$ cat config.mk
export PLATFORM = sky130hd
export DESIGN_NAME = trap_filter_ctrl_flat
export DESIGN_NICKNAME = d
export VERILOG_FILES = /design/src/rtl/trap_filter_ctrl_if.sv /design/src/rtl/trap_filter_ctrl.sv /design/src/flat_wrapper.sv
export SDC_FILE = /design/constraint.sdc
export NUM_CORES = 1
export LEC_CHECK = 0
export CAP_MARGIN = 15
export CORE_UTILIZATION = 44
export DETAILED_ROUTE_END_ITERATION = 12
export HOLD_SLACK_MARGIN = 0.15
export PLACE_DENSITY_LB_ADDON = 0.15
export SYNTH_ARGS = -nofsm -noshare
export SYNTH_HDL_FRONTEND = slang
export SYNTH_SLANG_ARGS = --single-unit
export TNS_END_PERCENT = 100
$ cat constraint.sdc
create_clock -name clk -period 3.3 [get_ports clk]
set_input_delay 0.66 -clock clk [delete_from_list [all_inputs] [get_ports clk]]
set_output_delay 0.66 -clock clk [all_outputs]
set_load 0.005 [all_outputs]
$ cat src/rtl/trap_filter_ctrl_if.sv
// rtl/trap_filter_ctrl_if.sv - configuration handshake bundle for trap_filter_ctrl
interface trap_filter_ctrl_if #(
  parameter int KL_W = 6,
  parameter int M_W  = 8
) ();
  logic            cfg_valid;
  logic            cfg_ready;
  logic [KL_W-1:0] cfg_k;
  logic [KL_W-1:0] cfg_l;
  logic [M_W-1:0]  cfg_m;
  logic            cfg_err;

  modport master (output cfg_valid, cfg_k, cfg_l, cfg_m, input cfg_ready, cfg_err);
  modport slave  (input cfg_valid, cfg_k, cfg_l, cfg_m, output cfg_ready, cfg_err);
endinterface

$ cat src/rtl/trap_filter_ctrl.sv
// rtl/trap_filter_ctrl.sv - trapezoidal filter sequencer/config controller
// Optional peak tracker: define TRAP_CTRL_PEAK_EN
module trap_filter_ctrl #(
  parameter int SIZE_FILTER_DATA = 16,
  parameter int KL_W             = 6,
  parameter int M_W              = 8,
  parameter int MAX_DEPTH        = 48,
  parameter int PIPE_LAT         = 4,
  parameter int K_DEF            = 8,
  parameter int L_DEF            = 12,
  parameter int M_DEF            = 16
) (
  input  logic                               clk,
  input  logic                               reset,
  trap_filter_ctrl_if.slave                  cfg,
  input  logic                               start,
  input  logic                               stop,
  output logic                               flt_clear,
  output logic [KL_W-1:0]                    flt_k,
  output logic [KL_W-1:0]                    flt_l,
  output logic [M_W-1:0]                     flt_m,
  input  logic signed [SIZE_FILTER_DATA-1:0] flt_data,
  output logic signed [SIZE_FILTER_DATA-1:0] out_data,
  output logic                               out_valid,
`ifdef TRAP_CTRL_PEAK_EN
  output logic signed [SIZE_FILTER_DATA-1:0] peak_data,
  output logic                               peak_valid,
`endif
  output logic [1:0]                         state,
  output logic                               busy
);

  localparam int CNT_W = KL_W + 2;
  localparam logic [KL_W:0]  MAX_SUM = MAX_DEPTH[KL_W:0];
  localparam logic [CNT_W-1:0] LAT   = PIPE_LAT[CNT_W-1:0];

  typedef enum logic [1:0] {IDLE = 2'd0, FLUSH = 2'd1, SETTLE = 2'd2, RUN = 2'd3} state_t;

  state_t           st, st_nxt;
  logic [CNT_W-1:0] cnt, cnt_nxt;
  logic             rdy_q, err_q;
  logic [KL_W:0]    cfg_sum;
  logic [CNT_W-1:0] act_kl, cfg_kl;
  logic             accept, cfg_ok, new_ok;

  assign cfg_sum = {1'b0, cfg.cfg_k} + {1'b0, cfg.cfg_l};
  assign cfg_ok  = (cfg.cfg_k != '0) && (cfg.cfg_l >= cfg.cfg_k) && (cfg_sum <= MAX_SUM);
  assign accept  = cfg.cfg_valid & rdy_q & ~stop;
  assign new_ok  = accept & cfg_ok;
  assign act_kl  = {2'b00, flt_k} + {2'b00, flt_l};
  assign cfg_kl  = {1'b0, cfg_sum};

  always_comb begin
    st_nxt  = st;
    cnt_nxt = cnt;
    if (stop) begin
      st_nxt  = IDLE;
      cnt_nxt = '0;
    end else begin
      case (st)
        IDLE: begin
          // any accepted config, valid or not, swallows a coincident start
          if (!accept && start) begin
            st_nxt  = FLUSH;
            cnt_nxt = act_kl + 1'b1;
          end
        end
        FLUSH: begin
          if (cnt == 1) begin
            st_nxt  = SETTLE;
            cnt_nxt = act_kl + LAT;
          end else begin
            cnt_nxt = cnt - 1'b1;
          end
        end
        SETTLE: begin
          if (cnt == 1) begin
            st_nxt  = RUN;
            cnt_nxt = '0;
          end else begin
            cnt_nxt = cnt - 1'b1;
          end
        end
        RUN: begin
          // flush length comes from the incoming config, registers update at the same edge
          if (new_ok) begin
            st_nxt  = FLUSH;
            cnt_nxt = cfg_kl + 1'b1;
          end
        end
        default: st_nxt = IDLE;
      endcase
    end
  end

  always_ff @(posedge clk) begin
    if (reset) begin
      st        <= IDLE;
      cnt       <= '0;
      rdy_q     <= 1'b1;
      err_q     <= 1'b0;
      flt_k     <= K_DEF[KL_W-1:0];
      flt_l     <= L_DEF[KL_W-1:0];
      flt_m     <= M_DEF[M_W-1:0];
      out_valid <= 1'b0;
      out_data  <= '0;
    end else begin
      st        <= st_nxt;
      cnt       <= cnt_nxt;
      rdy_q     <= (st_nxt == IDLE) || (st_nxt == RUN);
      err_q     <= accept & ~cfg_ok;
      out_valid <= (st == RUN) && (st_nxt == RUN);
      if (new_ok) begin
        flt_k <= cfg.cfg_k;
        flt_l <= cfg.cfg_l;
        flt_m <= cfg.cfg_m;
      end
      if (st == RUN && !stop) out_data <= flt_data;
    end
  end

`ifdef TRAP_CTRL_PEAK_EN
  localparam logic signed [SIZE_FILTER_DATA-1:0] MOST_NEG = {1'b1, {(SIZE_FILTER_DATA-1){1'b0}}};

  always_ff @(posedge clk) begin
    if (reset) begin
      peak_data  <= MOST_NEG;
      peak_valid <= 1'b0;
    end else begin
      peak_valid <= (st == RUN) && (st_nxt != RUN);
      if (st != RUN && st_nxt == RUN) peak_data <= MOST_NEG;
      else if (out_valid && out_data > peak_data) peak_data <= out_data;
    end
  end
`endif

  assign cfg.cfg_ready = rdy_q;
  assign cfg.cfg_err   = err_q;
  assign flt_clear     = (st == IDLE) || (st == FLUSH);
  assign busy          = (st == FLUSH) || (st == SETTLE);
  assign state         = st;

endmodule

$ cat src/flat_wrapper.sv
// flat-port wrapper written by rule: the top's interface ports become plain ports
module trap_filter_ctrl_flat 
#(
  parameter int SIZE_FILTER_DATA = 16,
  parameter int KL_W             = 6,
  parameter int M_W              = 8,
  parameter int MAX_DEPTH        = 48,
  parameter int PIPE_LAT         = 4,
  parameter int K_DEF            = 8,
  parameter int L_DEF            = 12,
  parameter int M_DEF            = 16
)
  (clk, reset, start, stop, flt_clear, flt_k, flt_l, flt_m, flt_data, out_data, out_valid, state, busy, cfg_cfg_valid, cfg_cfg_k, cfg_cfg_l, cfg_cfg_m, cfg_cfg_ready, cfg_cfg_err);
  trap_filter_ctrl_if #(.KL_W(KL_W), .M_W(M_W)) cfg_i ();
  input  logic clk;
  input  logic reset;
  input  logic start;
  input  logic stop;
  output logic flt_clear;
  output logic [KL_W-1:0] flt_k;
  output logic [KL_W-1:0] flt_l;
  output logic [M_W-1:0] flt_m;
  input  logic signed [SIZE_FILTER_DATA-1:0] flt_data;
  output logic signed [SIZE_FILTER_DATA-1:0] out_data;
  output logic out_valid;
  output logic [1:0] state;
  output logic busy;
  input wire logic [$bits(cfg_i.cfg_valid)-1:0] cfg_cfg_valid;
  input wire logic [$bits(cfg_i.cfg_k)-1:0] cfg_cfg_k;
  input wire logic [$bits(cfg_i.cfg_l)-1:0] cfg_cfg_l;
  input wire logic [$bits(cfg_i.cfg_m)-1:0] cfg_cfg_m;
  output wire logic [$bits(cfg_i.cfg_ready)-1:0] cfg_cfg_ready;
  output wire logic [$bits(cfg_i.cfg_err)-1:0] cfg_cfg_err;
  assign cfg_i.cfg_valid = cfg_cfg_valid;
  assign cfg_i.cfg_k = cfg_cfg_k;
  assign cfg_i.cfg_l = cfg_cfg_l;
  assign cfg_i.cfg_m = cfg_cfg_m;
  assign cfg_cfg_ready = cfg_i.cfg_ready;
  assign cfg_cfg_err = cfg_i.cfg_err;
  trap_filter_ctrl #(.SIZE_FILTER_DATA(SIZE_FILTER_DATA), .KL_W(KL_W), .M_W(M_W), .MAX_DEPTH(MAX_DEPTH), .PIPE_LAT(PIPE_LAT), .K_DEF(K_DEF), .L_DEF(L_DEF), .M_DEF(M_DEF)) u_core (.clk(clk), .reset(reset), .cfg(cfg_i), .start(start), .stop(stop), .flt_clear(flt_clear), .flt_k(flt_k), .flt_l(flt_l), .flt_m(flt_m), .flt_data(flt_data), .out_data(out_data), .out_valid(out_valid), .state(state), .busy(busy));
endmodule
==> run_results.csv <==
group,metric,value,unit
placed_design,placedInstanceArea,4240,sq um
final_timing,rsz0062_at_grt,"false",
cells_and_area,final_cells,576,
clocking,hold_buffers,0,
synth,aoi_share,17.6,%
final_timing,period_used_share,95.6,%
synth,ys_types,47,
synth,yosysCellCount,368,
global_routing,grt-ovfl-total,0,
setup_path,crit_path_top_delay_cell,"clkdlybuf4s50_1",
final_timing,finalHoldViolations,0,
placed_design,dp_slack,-0.476,ns
placed_design,dp.cells,565,
floorplan,die_y,85.8,um
power,comb_power_share,28.1,%
cells_and_area,layout.nonclk_buf_share,25.8,%
cells_and_area,layout_top_cell,"clkdlybuf4s50_1",
setup_path,cp_top_family,"simple AND/OR/NAND/NOR gates",
power,p_seq_share,43.8,%
drt,drt-initial-drc-count,121,
synth,synth.top_cell.area_share,31.7,%
synth,synthTopCellsByCount,"49 x dfxtp_1, 47 x nand2_1, 37 x a21oi_1",
drt,vias,2996,
setup_path,worst-path-stages,12,
cells_and_area,nets,549,
global_routing,grt_max_degree,30,
final_timing,hold_ws,0.458,ns
min_path,hold_path_end,"u_core.out_data[1]",
synth,ys_area,3090,sq um
drt,ant_nets,0,
floorplan,ios,84,
setup_path,crit_end,"u_core.cfg.cfg_ready",
power,pg_comb,398,uW
run,warnings,36,
setup_path,cp.required,3.52,ns
synth,top_cell,"dfxtp_1",
cells_and_area,n_all_inverters,16,
min_path,min_path_cells,2,
clocking,post_cts_resized,3,
synth,largest_area_cell,"dfxtp_1",
cells_and_area,clkCellAreaFrac,2.18,%
synth,synth.avg_cell_area,8.40,sq um
power,power.group.top,"registers",
final_timing,fmax,317,MHz
cells_and_area,num-fill-cells,559,
cells_and_area,final_cell_mix,"75 x clkdlybuf4s50_1, 49 x dfxtp_1, 47 x nand2_1",
power,power.internal,980,uW
power,power_density,316,nW/um^2
cells_and_area,drive_gt1_share,13.8,%
setup_path,rr_startpoint,"u_core.flt_k[0]",
floorplan,core-area,6790,sq um
cells_and_area,design_area,4480,sq um
power,p_leak,1.76,nW
setup_path,critPathKind,"input port to register",
synth,synth_flop_count,49,
cells_and_area,syn_to_final_growth,44.7,%
synth,flop_cell,"dfxtp_1",
status,status,"finished clean",
clocking,clk_pin_slew,0.10,ns
floorplan,die_w,85.8,um
cells_and_area,comb_area_share,46.0,%
synth,syn-num-nets,438,
power,power,1.42,mW
synth,area_leaders,"dfxtp_1 32%, ha_1 11%, mux2i_1 6.8%, a21oi_1 6.0%, nand2_1 5.7%",
floorplan,taps,96,
power,switching_share,30.7,%
cells_and_area,buffers,121,
power,pg_seq,619,uW
setup_path,worst-path-max-fanout,5,
clocking,cts_max_level,2,
drt,dr.pass1.iters,4,
final_timing,relSlewSlack,52.9,%
run,maxCapViolCount,0,
cells_and_area,comb_cells,286,
drt,wl,7950,um
cells_and_area,mi_logic_area,2060,sq um
final_timing,worst_pin_slew,0.707,ns
global_routing,grt_pass1_wl,13000,um
floorplan,die_area,7370,sq um
## worst reg2reg max path, cell delays in order (launching register included)
cell	delay (ns)
dfxtp_1	0.35
ha_1	0.26
fa_1	0.42
a21o_1	0.20
a21oi_1	0.22
nor2_1	0.07
a211oi_1	0.49
mux2i_1	0.24
nor4bb_1	0.20
a211oi_1	0.26
nor3_1	0.08
## state kept, by name, indices dropped and copies added, names as in the netlist
signal,cells
u_core.out_data,16
u_core.cnt,8
u_core.flt_m,8
u_core.flt_k,6
u_core.flt_l,6
u_core.state,2
u_core.cfg.cfg_err,1
u_core.cfg.cfg_ready,1
u_core.out_valid,1
## per-layer routing
layer  wire, um  GRT usage (%)  vias to the layer above
met5          0              0                        -
met4        153           6.82                        0
met3        539           5.68                       22
met2       3620           35.7                      100
met1       3640           28.5                     1367
li1           -              -                     1507
### Logic cells by family

Scale bar: 20 um.
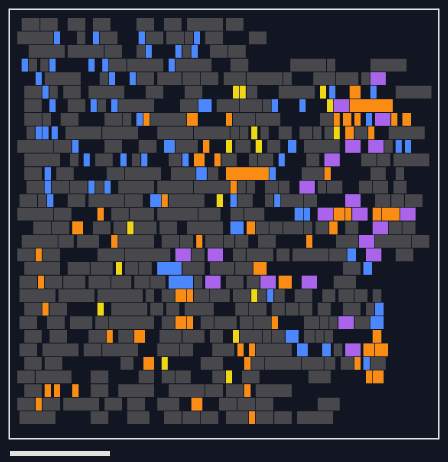
family	color	cells	most used
xor and xnor cells	purple	21	xnor2_1
nand cells	blue	63	nand2_1
nor cells	orange	59	nor2_1
inv cells	yellow	16	inv_1

### Sizing map

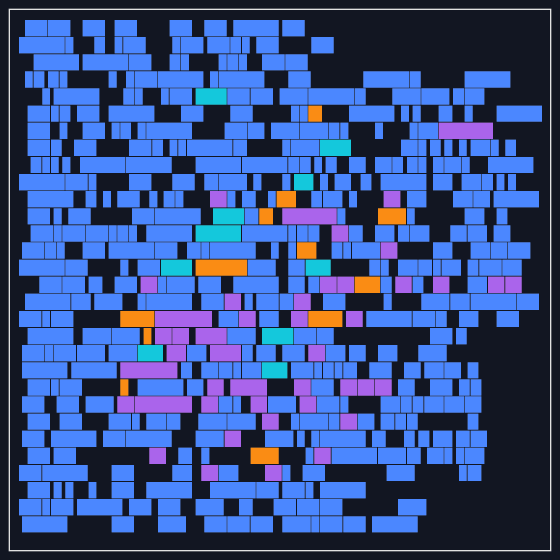
size	color	cells
x3 and x4	purple	44
x1 and smaller	blue	414
x2	orange	12
x6 and larger	cyan	10

### Clock network drawn from the DEF

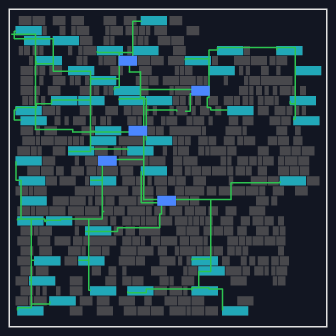
[clock wires] green | length: 675 um
[flip-flops] cyan | count: 49
[clock-net drivers] blue | count: 5
flops lie	widely spread
Clk network pwr share: 28.1%
Worst Skew: 0.00642 ns
Clk. pwr: 398 uW
Worst-Skew Late Latency: 0.32 ns

No activity file was given, so power comes from the tool's default toggle rates.
